==> config.mk <==
export PLATFORM = sky130hd
export DESIGN_NAME = tqvp_display_scanner
export DESIGN_NICKNAME = d
export VERILOG_FILES = /design/src/rtl/tqvp_display_scanner.sv
export SDC_FILE = /design/constraint.sdc
export NUM_CORES = 1
export LEC_CHECK = 0
export CAP_MARGIN = 30
export CORE_UTILIZATION = 60
export DETAILED_ROUTE_END_ITERATION = 12
export PLACE_DENSITY = 0.82
export SLEW_MARGIN = 20
export SYNTH_ARGS = -nofsm -noshare
export SYNTH_HDL_FRONTEND = slang
export SYNTH_SLANG_ARGS = --single-unit
==> constraint.sdc <==
create_clock -name clk -period 8.75 [get_ports clk]
set_input_delay 2.1875 -clock clk [delete_from_list [all_inputs] [get_ports clk]]
set_output_delay 2.1875 -clock clk [all_outputs]
set_load 0.01 [all_outputs]
**Signal wires on met2**

Cells faint in the background.
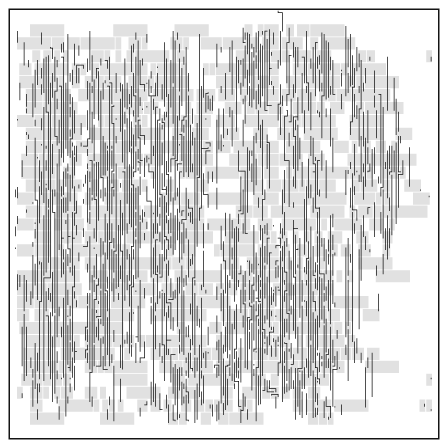
485 nets have wire on it. The longest straight run is 41.0 um. The layer carries 5740 um of wire.
DRT Wirelength: 12.5 mm
vias post-DR: 4504

**Clock routing**

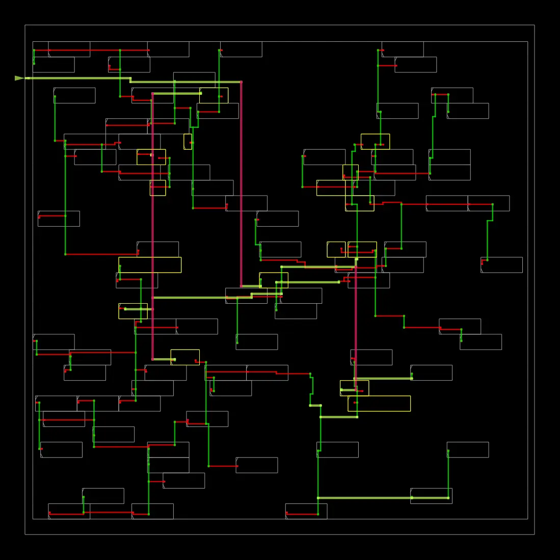
CTS buffer count: 9
Final Skew: 0.0108 ns
clk pwr: 309 uW
clk_lat worst skew: 0.36 ns
CTS Sinks: 77

**Drive-strength map**

The bar under the picture is 20 um long.
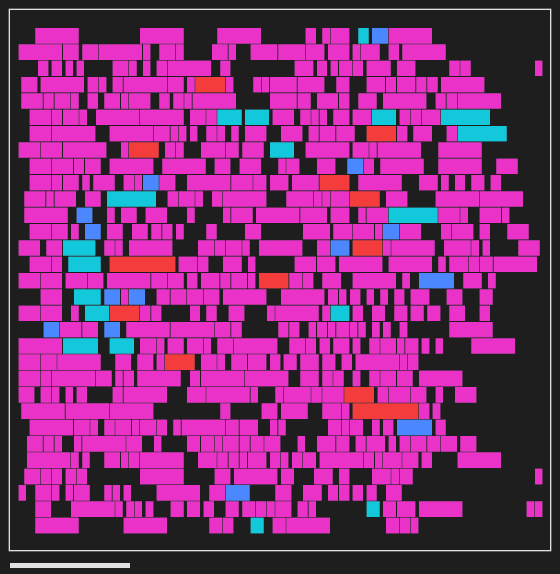
Key: magenta = _0 and _1 cells [cells 538, share 92%, most used nand2_1]; blue = _3 and _4 cells [cells 14, share 2.4%, most used buf_4]; red = _6 and larger [cells 12, share 2.1%, most used clkbuf_8]; cyan = _2 cells [cells 18, share 3.1%, most used mux2_2]
final setup margin: 1.66 ns
Plain + repair buffers: 33
Finished Cell Area: 5130 um2
area grow syn2layout: 10.5%

**The metal 4 layer**

The bar under the picture is 20 um long. Cells faint in the background.
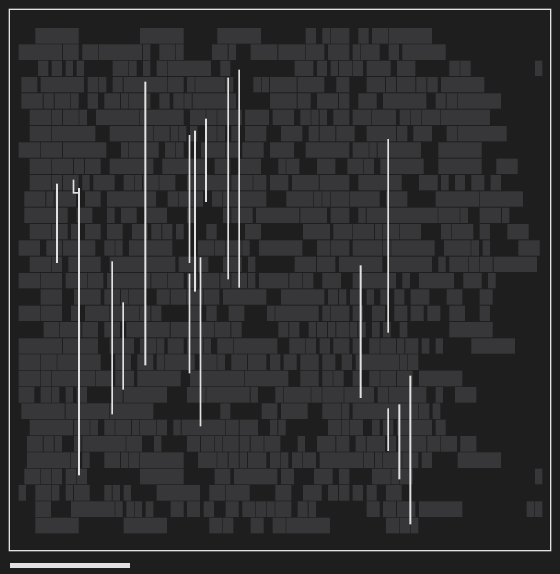
The wires run mostly vertical. 16 nets have wire on it. The longest straight run is 47.6 um. The layer carries 422 um of wire.

==> qor.csv <==
stage,metric,value,unit
status,status,finished clean,
critical_path,worst path buffer plus inverter count,3,
synth,count of cell types in the netlist,64,
final_timing,final tally of setup violations,0,
final_timing,Slew HR,42.8,%
routing,DRC viols,0,
cells_and_area,# nets final,612,
routing,Routed WL per cell,18.4,um
synth,Yosys warnings,0,
final_timing,Worst Tran Pin Value,0.856,ns
routing,Vias/cell,6.61,
critical_path,peak fanout along the critical path,9,
critical_path,CP required,6.56,ns
synth,synthesized netlist cell count,574,
final_timing,max-slew violations,0,
synth,ys cells,574,
synth,register share after synthesis,33.2,%
critical_path,CP cell instances,clkdlybuf4s50_1 -> nor3b_1 -> nor2b_1 -> buf_4 -> a222oi_1 -> nand2_1 -> clkdlybuf4s50_1,
final_timing,Worst Hold Slack,0.486,ns
hold_path,Worst Hold Class,reg2reg,
grt,first-pass GRT wire length,20.7,mm
clocking,clock transition at the registers of the reported paths,0.08,ns
clocking,H-tree lvl count,3,
critical_path,R2R depth,8,
synth,"top cells, area","dfxtp_1 (33%), a21boi_0 (6.5%), nand2_1 (6.4%)",
synth,Synth top area share,33.2,%
job,Log Warnings,42,
floorplan,initial core utilization,63.0,%
clocking,Clock Tree Root,clkbuf_8,
floorplan,I/O pins,39,
synth,Post-Syn Area,4640,um2
job,max-cap check violation count,0,
final_timing,Final Hold Fails,0,
routing,DR pass1 iterations,5,
grt,antenna violations before repair,0,
critical_path,Worst setup SP type,primary input,
final_timing,cycle use final,81.1,%
synth,dominant kind of combinational cell,AND-OR/OR-AND gates,
critical_path,Setup Crit Path Kind,in2out,
pwr,VDD IR max,0.0000977,V
synth,yosys simple share,23.6,%
critical_path,Worst path max stage delay,0.74,ns
critical_path,crit path DAT,4.91,ns
grt,GRT Resource Usage Total,31.8,%
synth,cell type with the largest total area,dfxtp_1,
==> where the power goes <==
group | switching, uW | total, uW | internal (uW)
Sequential | 4.15 | 357 | 353
Combinational | 31.3 | 51.1 | 19.8
Clock | 140 | 309 | 169
==> metrics by stage <==
step	area [um2]	std cells	worst slack, ns	power (uW)
6_report	5130	681	1.66	717
5_1_grt	5130	681	1.48	740
4_1_cts	5130	681	1.70	717
3_5_place_dp	4900	665	1.73	415
3_3_place_gp	4900	665	1.75	414
2_1_floorplan	4660	578	2.81	397
==> area by class of cell <==
class / instances / area, um2 / area share [%]
clock buffer: 11 / 141 / 2.76
clock inverter: 5 / 83.8 / 1.63
inverter: 19 / 71.3 / 1.39
multi-input combinational: 437 / 2860 / 55.8
sequential: 77 / 1540 / 30.0
tap: 99 / 124 / 2.41
timing repair buffer: 33 / 305 / 5.95
==> worst min-delay path, cell delays in order, from the launching register on <==
cell      delay, ns
dfxtp_1        0.32
nand2_1        0.05
a21boi_0       0.07
==> routing by layer <==
layer  vias to the layer above  wire length, um  track usage, %
li1                       2124                -               -
met1                      2094             5210            43.4
met4                         0              421            13.7
met5                         -                0               0
met3                        40             1170            7.02
met2                       246             5740            48.6
==> cells in the final DEF (no fill, tap or decap), drive strengths merged, types with 13 or more instances in the layout <==
master         instances
nor3                  15
dfxtp                 77
inv                   19
o21ai                 19
nor2                  21
nand2                 79
nand3                 58
a21boi                40
a22oi                 13
clkdlybuf4s50         24
a21oi                 25
Power is estimated from default activity; no workload was simulated.
